===== src/rtl/rl_mem_pkg.sv =====
// Shared types for the RAM-backed FIFO slice.
// Output-stage state and depth helper.
package rl_mem_pkg;

  typedef enum logic [1:0] {
    OS_EMPTY = 2'd0,
    OS_ONE   = 2'd1,
    OS_TWO   = 2'd2
  } os_state_t;

  // Depth of a RAM with the given address width; never below one.
  function automatic int depth_of(input int abits);
    return (abits <= 0) ? 1 : (1 << abits);
  endfunction

endpackage


===== src/rtl/rl_fifo_skid2.sv =====
// Two-entry output stage behind the RAM read port.
// Entry 0 is the FIFO head; entry 1 absorbs a late arrival.
module rl_fifo_skid2
  import rl_mem_pkg::*;
#(
  parameter int DBITS = 8
) (
  input  logic             clk,
  input  logic             clr,
  input  logic             in_valid,
  input  logic [DBITS-1:0] in_data,
  output logic             out_valid,
  input  logic             out_ready,
  output logic [DBITS-1:0] out_data,
  output logic [1:0]       occupancy
);

  os_state_t        state;
  os_state_t        state_nxt;
  logic [DBITS-1:0] e0;
  logic [DBITS-1:0] e1;
  logic [DBITS-1:0] e0_nxt;
  logic [DBITS-1:0] e1_nxt;
  logic             pop;
  logic             ovf;

  assign out_valid = (state != OS_EMPTY);
  assign out_data  = e0;
  assign occupancy = state;
  assign pop       = out_valid & out_ready;

  // Next state and entry movement; arrivals fill entry 0 first.
  always_comb begin
    state_nxt = state;
    e0_nxt    = e0;
    e1_nxt    = e1;
    ovf       = 1'b0;
    unique case (state)
      OS_EMPTY: begin
        if (in_valid) begin
          e0_nxt    = in_data;
          state_nxt = OS_ONE;
        end
      end
      OS_ONE: begin
        if (pop && in_valid) begin
          e0_nxt = in_data;
        end else if (pop) begin
          state_nxt = OS_EMPTY;
        end else if (in_valid) begin
          e1_nxt    = in_data;
          state_nxt = OS_TWO;
        end
      end
      OS_TWO: begin
        if (pop) begin
          e0_nxt = e1;
          if (in_valid) begin
            e1_nxt = in_data;
          end else begin
            state_nxt = OS_ONE;
          end
        end else if (in_valid) begin
          ovf = 1'b1;
        end
      end
      default: state_nxt = OS_EMPTY;
    endcase
  end

  // State register with synchronous clear.
  always_ff @(posedge clk) begin
    if (clr) begin
      state <= OS_EMPTY;
    end else begin
      state <= state_nxt;
    end
  end

  // Data entries carry no reset; validity lives in state.
  always_ff @(posedge clk) begin
    e0 <= e0_nxt;
    e1 <= e1_nxt;
  end

  a_no_overflow: assert property (
    @(posedge clk) disable iff (clr) !ovf
  );

endmodule


===== src/rtl/rl_fifo_1r1w_ctrl.sv =====
// FWFT FIFO controller for an external 1R1W RAM.
// Prefetches into a 2-entry stage to hide read latency.
module rl_fifo_1r1w_ctrl
  import rl_mem_pkg::*;
#(
  parameter int ABITS = 8,
  parameter int DBITS = 8,
  parameter int AFULL = 4
) (
  input  logic                   clk_i,
  input  logic                   rst_i,
  input  logic                   flush_i,
  input  logic                   wvalid_i,
  output logic                   wready_o,
  input  logic [DBITS-1:0]       wdata_i,
  output logic                   rvalid_o,
  input  logic                   rready_i,
  output logic [DBITS-1:0]       rdata_o,
  output logic [ABITS+1:0]       level_o,
  output logic                   almost_full_o,
  output logic [ABITS-1:0]       ram_waddr_o,
  output logic [DBITS-1:0]       ram_din_o,
  output logic                   ram_we_o,
  output logic [(DBITS+7)/8-1:0] ram_be_o,
  output logic [ABITS-1:0]       ram_raddr_o,
  output logic                   ram_re_o,
  input  logic [DBITS-1:0]       ram_dout_i
);

  localparam int DEPTH = depth_of(ABITS);
  localparam logic [ABITS:0] DEPTH_C = (ABITS+1)'(DEPTH);
  localparam logic [ABITS:0] AF_C = (ABITS+1)'(AFULL);

  logic             clr;
  logic             full;
  logic             push;
  logic             pop;
  logic             re;
  logic             inflight;
  logic             af;
  logic [1:0]       os_cnt;
  logic [2:0]       os_need;
  logic [ABITS-1:0] wptr;
  logic [ABITS-1:0] rptr;
  logic [ABITS:0]   ram_cnt;
  logic [ABITS:0]   ram_cnt_nxt;
  logic [ABITS:0]   free_nxt;

  // Flush behaves like reset and wins over any push or pop.
  assign clr  = rst_i | flush_i;
  assign full = (ram_cnt == DEPTH_C);
  assign push = wvalid_i & ~full & ~clr;
  assign pop  = rvalid_o & rready_i;

  // Read only when the stage has room after this cycle's pop.
  assign os_need = 3'(os_cnt) + 3'(inflight) - 3'(pop);
  assign re = (ram_cnt != '0) & (os_need < 3'd2) & ~clr;

  assign ram_cnt_nxt = ram_cnt
                     + (ABITS+1)'(push)
                     - (ABITS+1)'(re);
  assign free_nxt = DEPTH_C - ram_cnt_nxt;

  assign wready_o      = ~full;
  assign ram_we_o      = push;
  assign ram_waddr_o   = wptr;
  assign ram_din_o     = wdata_i;
  assign ram_be_o      = '1;
  assign ram_re_o      = re;
  assign ram_raddr_o   = rptr;
  assign almost_full_o = af;
  assign level_o = (ABITS+2)'(ram_cnt)
                 + (ABITS+2)'(inflight)
                 + (ABITS+2)'(os_cnt);

  // Write/read pointers wrap naturally at the RAM depth.
  always_ff @(posedge clk_i) begin
    if (clr) begin
      wptr <= '0;
      rptr <= '0;
    end else begin
      if (push) wptr <= wptr + ABITS'(1);
      if (re)   rptr <= rptr + ABITS'(1);
    end
  end

  // RAM occupancy, read-in-flight flag and almost-full flag.
  always_ff @(posedge clk_i) begin
    if (clr) begin
      ram_cnt  <= '0;
      inflight <= 1'b0;
      af       <= 1'b0;
    end else begin
      ram_cnt  <= ram_cnt_nxt;
      inflight <= re;
      af       <= (free_nxt <= AF_C);
    end
  end

  rl_fifo_skid2 #(
    .DBITS(DBITS)
  ) u_os (
    .clk       (clk_i),
    .clr       (clr),
    .in_valid  (inflight),
    .in_data   (ram_dout_i),
    .out_valid (rvalid_o),
    .out_ready (rready_i),
    .out_data  (rdata_o),
    .occupancy (os_cnt)
  );

  a_cnt_bound: assert property (
    @(posedge clk_i) disable iff (rst_i)
    ram_cnt <= DEPTH_C
  );

  a_hold: assert property (
    @(posedge clk_i) disable iff (clr)
    (rvalid_o && !rready_i) |=> $stable(rdata_o)
  );

endmodule


===== config.mk =====
export PLATFORM = sky130hd
export DESIGN_NAME = rl_fifo_1r1w_ctrl
export DESIGN_NICKNAME = d
export VERILOG_FILES = /design/src/rtl/rl_mem_pkg.sv /design/src/rtl/rl_fifo_skid2.sv /design/src/rtl/rl_fifo_1r1w_ctrl.sv
export SDC_FILE = /design/constraint.sdc
export NUM_CORES = 1
export LEC_CHECK = 0
export ABC_AREA = 1
export CORE_ASPECT_RATIO = 1.1
export CORE_MARGIN = 5
export CORE_UTILIZATION = 45
export DETAILED_ROUTE_END_ITERATION = 12
export MAX_ROUTING_LAYER = met4
export PLACE_DENSITY = 0.77
export SETUP_SLACK_MARGIN = 0.05
export SKIP_LAST_GASP = 1
export SLEW_MARGIN = 0
export SYNTH_ARGS = -nofsm -noshare
export SYNTH_HDL_FRONTEND = slang
export SYNTH_SLANG_ARGS = --single-unit
export TNS_END_PERCENT = 100

===== constraint.sdc =====
create_clock -name clk_i -period 4.3 [get_ports clk_i]
set_clock_uncertainty 0.15 [all_clocks]
set_input_delay 1.075 -clock clk_i [delete_from_list [all_inputs] [get_ports clk_i]]
set_output_delay 1.075 -clock clk_i [all_outputs]
set_load 0.05 [all_outputs]

Figure 1. Metal 1.
The bar under the picture is 20 um long.
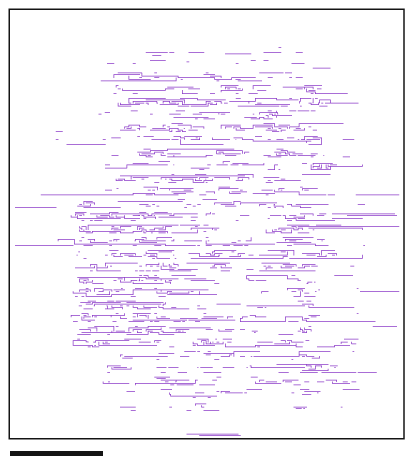
longest straight run: 26.7 um
nets with wire on the layer: 417
wire length on this layer: 2,540 um
main direction: horizontal
share of all routed wire: 43%
Total Wirelength: 5.93 mm
DR vias: 2,414
met1 track demand over resource: 0.189

Figure 2. Met2 routing.
The bar under the picture is 20 um long.
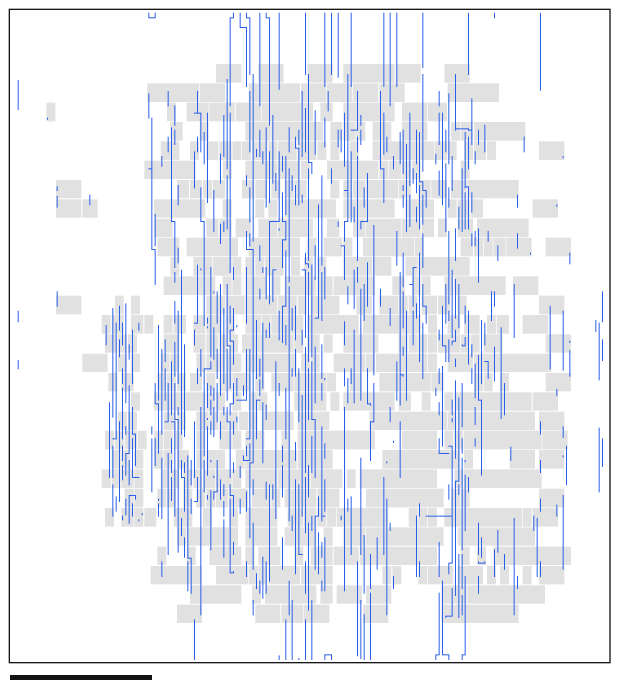
nets with wire on the layer: 376
wire length on this layer: 3,020 um
share of all routed wire: 51%

==> results.py <==
# Metrics from the implementation run
metrics = {
    "sta": {
        "maxSlewViolCount": 0,
        "hold_violations": 0,
        "finalSetupViolations": 0,
        "whs_ns": 0.332,
        "final.setup.tns_ns": 0,
        "fmax_mhz": 249,
        "worst_pin_slew_ns": 0.694,
        "setup_ws_ns": 0.282,
        "min_period_over_period": 0.934,
        "rsz0062_at_grt": "no",
        "fin_crit_ns": 4.02,
        "relSlewSlack": 0.534,
    },
    "routing": {
        "viasPerCell": 4.86,
        "initialDrtViolationCount": 87,
        "drc": 0,
        "postRouteAntennaNets": 0,
        "dr.pass1.iters": 4,
        "wl_per_cell_um": 11.9,
    },
    "placement": {
        "dp_hpwl_mm": 4.65,
        "gp_congestion": 0.911,
        "pre_cts_ws_ns": -0.399,
        "port_buffers": 51,
    },
    "yosys": {
        "synthArstFlopShare": 0,
        "yosysTopAreaCell": "dfxtp_1",
        "yosys_cells": 357,
        "edf_count": 16,
        "ys_seq_share": 0.387,
        "flop_cell": "dfxtp_1",
        "synth_area_um2": 2740,
        "synth.area.top_cells": "dfxtp_1 21%, edfxtp_1 18%, nand2_1 12%, ha_1 9.6%, inv_1 6.6%",
        "ys_sh_xor": 0.0319,
        "ys_sh_adder": 0.125,
        "ys_top_logic_family": "simple AND/OR/NAND/NOR gates",
        "yosys_area_um2": 2740,
        "numSynthFlops": 45,
        "syn_nets": 403,
        "synth.avg_cell_area_um2": 7.69,
        "simple_gate_area_frac": 0.266,
        "syn_inst": 357,
        "synth_top_area_share": 0.212,
        "ys_sh_aoi": 0.0752,
        "yosys_warnings": 0,
        "mux_area_frac": 0,
    },
    "critical_path": {
        "start_kind": "flip-flop",
        "rrSetupSlack_ns": 0.47,
        "worstSetupPathType": "flip-flop to primary output",
        "timing.rr.start": "u_os.occupancy[1]",
        "worst-path-max-fanout": 4,
        "cp-startpoint": "u_os.occupancy[0]",
        "endpoint": "level_o[8]",
        "timing.rr.end": "almost_full_o",
        "worstPathRequired_ns": 3.07,
        "ff2ff_path_depth": 22,
        "arrival_ns": 2.79,
    },
    "die": {
        "io-pin-count": 69,
        "rows": 29,
        "core_util_floorplan": 0.470,
        "dieArea_um2": 7760,
        "die_h_um": 91.9,
        "die_w_um": 84.5,
    },
    "outcome": {
        "status": "complete, no violations",
    },
    "grt": {
        "grt_pass1_wl_mm": 10.1,
        "antenna_found_initial": 0,
        "grt-ovfl-total": 0,
        "grt_max_degree": 19,
        "grt_pass1_vias": 2241,
    },
    "run": {
        "tool_warnings": 34,
        "maxCapViolCount": 0,
    },
    "finish": {
        "drive_gt1_frac": 0.121,
        "nFillCells": 513,
        "largest_reg_flops": 9,
        "largest-register": "ram_cnt",
        "synthToLayoutAreaGrowth_pct": 28.6,
        "layout_top_cell": "nand2_1",
        "seq_area_um2": 1060,
        "n_antenna_cell": 0,
        "final-comb-area_um2": 1390,
        "nets": 465,
        "lay_top_cells": "91 x nand2_1, 48 x inv_1, 48 x clkdlybuf4s50_1",
    },
    "pwr": {
        "p_leak_nw": 1.57,
        "vdd_drop_max_v": 0.000494,
        "cellPowerDensity_nw_per_um2": 619,
    },
    "clock_tree": {
        "insertion_delay_ns": 0.29,
        "htreeDepth": 2,
        "clockBufferDepth": 2,
        "clkSinkCount": 45,
        "cts_root_buf": "clkbuf_8",
        "ctsHoldBuffers": 0,
        "cts-buffers-inserted": 5,
        "cts_tree": "yes",
        "clkTransAtPathRegs_ns": 0.09,
    },
    "worst_hold_path": {
        "min_path_type": "flip-flop to flip-flop",
        "hold_path_depth": 2,
        "hold_end": "ram_raddr_o[4]",
        "worstHoldStart": "ram_raddr_o[4]",
    },
}
Figure 3. Metal 3.
The bar under the picture is 20 um long.
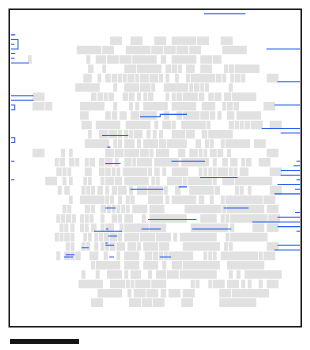
longest straight run: 13.8 um
main direction: horizontal
wire length on this layer: 275 um

Figure 4. Cell density map.
8 x 9 tiles, from white (low) to dark blue (high), 0 to 100% covered.
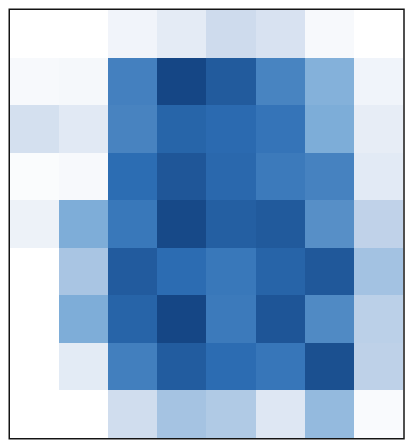
mean over tiles: 44%
tiles over 75% full: 28%
densest ninth of the die: middle
nearly empty tiles: 11%
fullest tile: 91%
emptiest ninth of the die: top left
core area: 5840 um2
final core occ: 0.604

-- synthesized netlist by cell type, types with 8 or more instances --
cell / instances
a21oi_1: 19
buf_4: 9
dfxtp_1: 29
edfxtp_1: 16
ha_1: 21
inv_1: 48
inv_2: 10
nand2_1: 91
nand3_1: 24
nor2_1: 31
o21ai_0: 8
xor2_1: 9
-- what timing repair did --
action	in CTS	in global routing
endpoints found under the setup margin	1	1
setup buffers	3	0
resized	3	6
pin swaps	1	0
-- metal layers --
layer,wire length (um),part of all wire,global-route usage,vias to the layer above
li1,-,-,-,1241
met1,2540,0.43,0.189,1095
met2,3020,0.51,0.282,66
met3,274,0.046,0.0251,12
met4,102,0.017,0.0554,0
met5,0,0,-,-
-- stage by stage --
step	total power [W]	cells	instance area (um2)
CTS	0.00217	497	3530
finish	0.00218	497	3530
floorplan	0.00146	357	2750
global placement	0.00180	486	3380
detailed placement	0.00182	486	3380
global route	0.00237	497	3530
-- report_power, final --
part	leakage [nW]	internal (W)	switching (W)	total (W)
combinational	1.14	0.000496	0.000841	0.00134
clock	0.0518	0.000171	0.000144	0.000316
sequential	0.381	0.000493	0.0000371	0.000531
total	1.57	0.00116	0.00102	0.00218
-- critical path: stages, from the launching register on --
cell and delay [ns]:
dfxtp_1 0.39, inv_1 0.12, fa_1 0.39, inv_1 0.09, fa_1 0.27, nand4_1 0.17
xor2_1 0.23, clkdlybuf4s50_1 0.84
-- cell type report --
class | instances | area share
Multi-Input combinational cell | 241 | 0.393
Sequential cell | 45 | 0.301
Timing Repair Buffer | 67 | 0.183
Inverter | 59 | 0.0649
Tap cell | 77 | 0.0273
Clock buffer | 5 | 0.0195
Clock inverter | 3 | 0.0117
No activity file was given, so power comes from the tool's default toggle rates.
